### Wiring heat map, run 1

Bar = 20 um. The die is cut into 14 by 14 equal tiles; white is low, dark blue is high, scaled to the fullest tile. Values are wire area over tile area, all layers added.
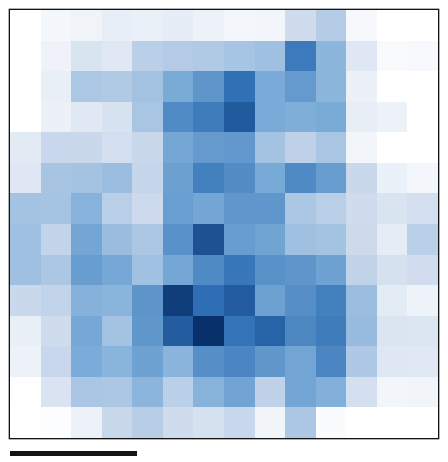
### Clock routing, run 1

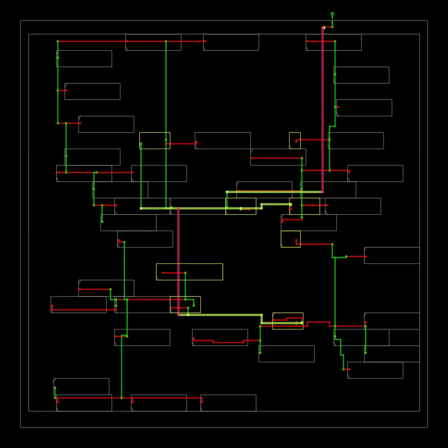
### Close-up of the layout, run 1

Window x 14 to 54, y 14 to 54 um. Cells in gray, sequential cells in the stronger gray; small squares are vias.
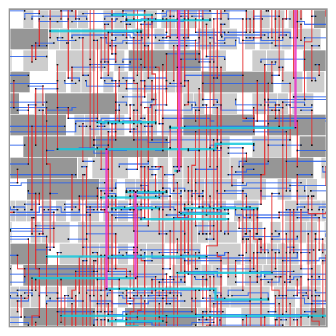
==> src/rtl/elevator_pkg.sv <==
// elevator_pkg: shared direction/door/motion codes and floor-range helper
// for the elevator control blocks.
package elevator_pkg;

    typedef enum logic [1:0] {
        STOP   = 2'b00,
        DOWN   = 2'b01,
        UP     = 2'b10,
        UPDOWN = 2'b11
    } dir_t;

    localparam logic ON    = 1'b1;
    localparam logic OFF   = 1'b0;
    localparam logic OPEN  = 1'b1;
    localparam logic CLOSE = 1'b0;
    localparam logic MOVE  = 1'b1;
    localparam logic HOLD  = 1'b0;

    function automatic logic floor_valid(input int floor, input int n);
        return floor >= 1 && floor <= n;
    endfunction

endpackage

==> src/rtl/request_bank.sv <==
// request_bank: N-bit request latch vector; a press beats a same-cycle clear,
// and bits outside MASK are held at 0.
module request_bank
    import elevator_pkg::*;
#(
    parameter int             N    = 7,
    parameter logic [N-1:0]   MASK = '1
) (
    input  logic         clk,
    input  logic         reset,
    input  logic         enable,
    input  logic [N-1:0] press,
    input  logic [N-1:0] clear,
    output logic [N-1:0] lamp
);

    always_ff @(posedge clk or negedge reset)
        if (!reset)
            lamp <= '0;
        else if (enable)
            lamp <= (press | (lamp & ~clear)) & MASK;

endmodule

==> src/rtl/director_sched.sv <==
// director_sched: N-floor direction scheduler with latched hall/car requests,
// service clearing, idle return-to-home and sticky invalid-floor detection.
module director_sched
    import elevator_pkg::*;
#(
    parameter int N_FLOORS     = 7,
    parameter int FLOOR_W      = 3,
    parameter int HOME_FLOOR   = 1,
    parameter int IDLE_TIMEOUT = 1000,
    parameter int TIMER_W      = 16
) (
    input  logic                clk,
    input  logic                reset,
    input  logic                enable,
    input  logic [FLOOR_W-1:0]  currentFloor,
    input  logic                move,
    input  logic                doorState,
    input  logic [N_FLOORS-1:0] hallUpPress,
    input  logic [N_FLOORS-1:0] hallDownPress,
    input  logic [N_FLOORS-1:0] carPress,
    output logic [N_FLOORS-1:0] hallUpLamp,
    output logic [N_FLOORS-1:0] hallDownLamp,
    output logic [N_FLOORS-1:0] carLamp,
    output logic [1:0]          nextDirection,
    output logic                homeActive,
    output logic                floorError
);

    localparam logic [N_FLOORS-1:0] HOME_BIT  = N_FLOORS'(1) << (HOME_FLOOR - 1);
    localparam logic [N_FLOORS-1:0] UP_MASK   = {1'b0, {(N_FLOORS-1){1'b1}}};
    localparam logic [N_FLOORS-1:0] DOWN_MASK = {{(N_FLOORS-1){1'b1}}, 1'b0};
    localparam logic [TIMER_W-1:0]  LAST      = TIMER_W'(IDLE_TIMEOUT == 0 ? 0 : IDLE_TIMEOUT - 1);

    dir_t                state, state_nxt;
    int                  cf;
    logic                valid, hold_closed, service, any_above, any_below, idle, lamps_any;
    logic [N_FLOORS-1:0] at_floor, req, up_clr, down_clr;
    logic [TIMER_W-1:0]  idle_cnt;

    assign cf          = int'(currentFloor);
    assign valid       = floor_valid(cf, N_FLOORS);
    assign hold_closed = move == HOLD && doorState == CLOSE;
    assign service     = valid && move == HOLD && doorState == OPEN;
    assign lamps_any   = |(hallUpLamp | hallDownLamp | carLamp);
    // A pending home return behaves like a car call to HOME_FLOOR.
    assign req         = hallUpLamp | hallDownLamp | carLamp | (homeActive ? HOME_BIT : '0);

    always_comb begin
        at_floor  = '0;
        any_above = 1'b0;
        any_below = 1'b0;
        for (int i = 0; i < N_FLOORS; i++) begin
            at_floor[i] = service && cf == i + 1;
            any_above   = any_above | (valid && req[i] && i + 1 > cf);
            any_below   = any_below | (valid && req[i] && i + 1 < cf);
        end
    end

    // Hall calls are only answered by a car heading their way (or idle).
    assign up_clr   = (state == UP   || state == STOP) ? at_floor : '0;
    assign down_clr = (state == DOWN || state == STOP) ? at_floor : '0;

    request_bank #(.N(N_FLOORS), .MASK(UP_MASK)) u_hall_up (
        .clk(clk), .reset(reset), .enable(enable),
        .press(hallUpPress), .clear(up_clr), .lamp(hallUpLamp)
    );

    request_bank #(.N(N_FLOORS), .MASK(DOWN_MASK)) u_hall_down (
        .clk(clk), .reset(reset), .enable(enable),
        .press(hallDownPress), .clear(down_clr), .lamp(hallDownLamp)
    );

    request_bank #(.N(N_FLOORS)) u_car (
        .clk(clk), .reset(reset), .enable(enable),
        .press(carPress), .clear(at_floor), .lamp(carLamp)
    );

    always_comb begin
        state_nxt = state;
        if (!valid)
            state_nxt = STOP;
        else if (hold_closed)
            state_nxt = (state == DOWN && any_below) ? DOWN :
                        any_above ? UP : any_below ? DOWN : STOP;
    end

    always_ff @(posedge clk or negedge reset)
        if (!reset)
            state <= STOP;
        else if (enable)
            state <= state_nxt;

    assign nextDirection = state;

    assign idle = IDLE_TIMEOUT != 0 && state == STOP && hold_closed && !lamps_any &&
                  !homeActive && cf != HOME_FLOOR;

    always_ff @(posedge clk or negedge reset)
        if (!reset) begin
            idle_cnt   <= '0;
            homeActive <= 1'b0;
            floorError <= 1'b0;
        end else if (enable) begin
            idle_cnt   <= (idle && idle_cnt != LAST) ? idle_cnt + 1'b1 : '0;
            floorError <= floorError | !valid;
            if (idle && idle_cnt == LAST)
                homeActive <= 1'b1;
            else if (service && cf == HOME_FLOOR)
                homeActive <= 1'b0;
        end

endmodule

==> config.mk <==
export PLATFORM = sky130hd
export DESIGN_NAME = director_sched
export DESIGN_NICKNAME = d
export VERILOG_FILES = /design/src/rtl/elevator_pkg.sv /design/src/rtl/request_bank.sv /design/src/rtl/director_sched.sv
export SDC_FILE = /design/constraint.sdc
export NUM_CORES = 1
export LEC_CHECK = 0
export ABC_AREA = 1
export CORE_UTILIZATION = 54
export DETAILED_ROUTE_END_ITERATION = 8
export PLACE_DENSITY = 0.89
export SLEW_MARGIN = 20
export SYNTH_ARGS = -nofsm -noshare
export SYNTH_HDL_FRONTEND = slang
export SYNTH_SLANG_ARGS = --single-unit
==> constraint.sdc <==
create_clock -name clk -period 2.15 [get_ports clk]
set_input_delay 0.215 -clock clk [delete_from_list [all_inputs] [get_ports clk]]
set_output_delay 0.215 -clock clk [all_outputs]
set_load 0.005 [all_outputs]
==> flow_summary.json, run 1 <==
{
  "gp_congestion": 0.881,
  "drv_cap": 0,
  "setup_viol": 0,
  "status": "finished clean",
  "synth_warnings": 0,
  "regMostFlops": "idle_cnt",
  "comb_cells": 242,
  "nonClockInverterCount": 33,
  "maxSlewViolCount": 0,
  "rr_worst_depth": 8,
  "synth.cellmix.compoundShare_pct": 6.09,
  "synthFlopType": "dfrtp_1",
  "clock.fmax_mhz": 599,
  "setup_ws_ns": 0.480,
  "largestRegisters": "idle_cnt: 16 flops, u_car.lamp: 7 flops",
  "critical_path.cell_chain": "ha_1 -> nand2_1 -> nor2_1 -> nand2_1 -> nor2_1 -> nand3_1 -> xor2_1 -> nor2_2",
  "gr-usage-met3_pct": 6.08,
  "logic_area_mm2": 0.00116,
  "cts_resized": 0,
  "cp.required_ns": 2.33,
  "ys.flops": 39,
  "fin_hold_ws_ns": 0.0255,
  "sh_seq_area_pct": 33.0,
  "grt_pass1_wl_um": 8960,
  "cts_root_buf": "clkbuf_8",
  "powerComb_mw": 0.216,
  "synthCells": 322,
  "grt_overflow": 0,
  "synth-xor-area-share_pct": 3.77,
  "well_tap_count": 50,
  "final_common_cell": "nand2_1",
  "relSlewSlack_pct": 41.8,
  "antenna_found_initial": 0,
  "power.internal_mw": 1.20,
  "startpoint_type": "flop"
}
Notes on 'Wiring heat map' above:
29% of the tiles are over half the peak. 8.7% of the tiles are nearly empty. The densest ninth of the die: middle. The fullest tile reaches 0.58.
final wirelength: 5490 um
detailed-route wire length per cell: 12.9 um

Notes on 'Clock routing' above:
worst clock skew: 0.00838 ns
total CTS buffers: 5
Skew-Pair Late Insertion Delay: 0.30 ns
Num Clock Sinks: 39

Notes on 'Close-up of the layout' above:
Key: red = met2; cyan = met3; magenta = met4; blue = met1
Sequential cells in the window: 16. Netlist names of flops here include `idle_cnt` (8), `u_car.lamp` (3), `u_hall_up.lamp` (3). 197 logic cells have their middle in the window. Most frequent: nand2_1 (64), nor2_1 (27), inv_1 (24).

==> run 2: changes to the inputs <==
Settings changed: CORE_UTILIZATION 54 to 50, PLACE_DENSITY 0.89 to 0.84.
Clock period 2.15 ns to 1.7 ns, I/O delays scaled along.
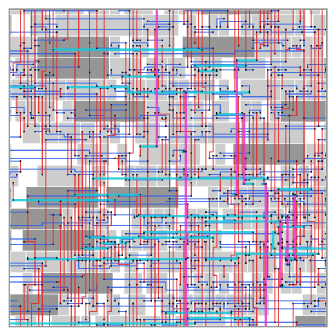
*Close-up of the layout, run 2*
Window x 15 to 55, y 15 to 55 um. Cells in gray, sequential cells in the stronger gray; small squares are vias.
Key: cyan = met3; red = met2; magenta = met4; blue = met1
Netlist names of flops here include `idle_cnt` (6), `u_hall_up.lamp` (3). Most frequent: nand2_1 (59), nor2_1 (23), inv_1 (17). Sequential cells in the window: 12. 189 logic cells have their middle in the window.

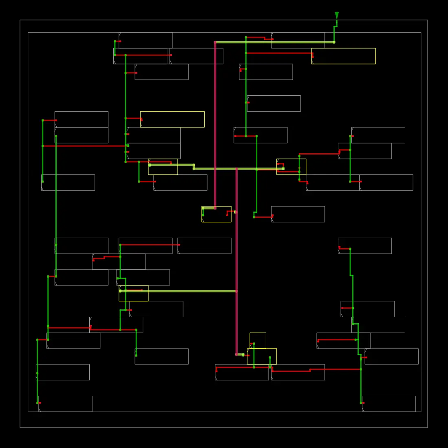
*Clock routing, run 2*
worst clock skew: 0.00553 ns
Clk. pwr: 0.930 mW
registers: 39
clk_buf instances: 5

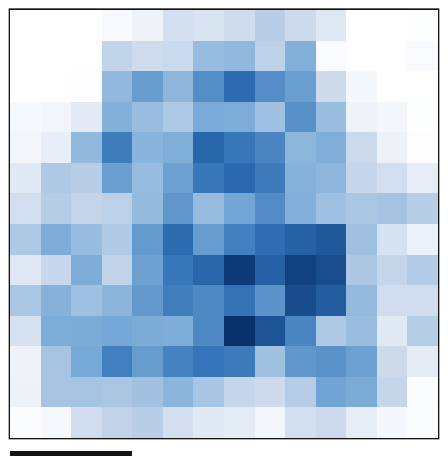
*Wiring heat map, run 2*
Bar = 20 um. The die is cut into 14 by 14 equal tiles; white is low, dark blue is high, scaled to the fullest tile. Values are wire area over tile area, all layers added.
10% of the tiles are nearly empty. 28% of the tiles are over half the peak. The fullest tile reaches 0.57. The densest ninth of the die: middle. The mean over all tiles is 0.21.

==> flow_summary.json, run 2 <==
{
  "synth_warnings": 0,
  "final_common_cell": "nand2_1",
  "clock.fmax_mhz": 603,
  "numCtsBuffers": 5,
  "grt_pass1_wl_um": 10800,
  "regMostFlops": "idle_cnt",
  "logic_area_mm2": 0.00119,
  "status": "finished clean",
  "cts_resized": 1,
  "synthFlopType": "dfrtp_1",
  "power.internal_mw": 1.69,
  "setup_ws_ns": 0.0427,
  "ys.flops": 39,
  "critical_path.cell_chain": "ha_2 -> buf_6 -> nand2_2 -> nor2_2 -> nand2_1 -> nor2_2 -> buf_4 -> buf_4 -> xnor2_1 -> nor2_2",
  "wl_per_cell_um": 13.8,
  "gp_congestion": 0.897,
  "antenna_found_initial": 0,
  "startpoint_type": "flop",
  "synth-xor-area-share_pct": 3.77,
  "largestRegisters": "idle_cnt: 16 flops, u_car.lamp: 7 flops",
  "synth.cellmix.compoundShare_pct": 6.09,
  "powerComb_mw": 0.300,
  "nonClockInverterCount": 33,
  "cts_root_buf": "clkbuf_8",
  "cts.sinks": 39,
  "clk_latency_ns": 0.30,
  "grt_overflow": 0,
  "drv_cap": 0,
  "cp.required_ns": 1.88,
  "rr_worst_depth": 10,
  "cts_setup_buffers": 0,
  "maxSlewViolCount": 0,
  "setup_viol": 0,
  "fin_hold_ws_ns": 0.393,
  "synthCells": 322
}
Power is estimated from default activity; no workload was simulated.
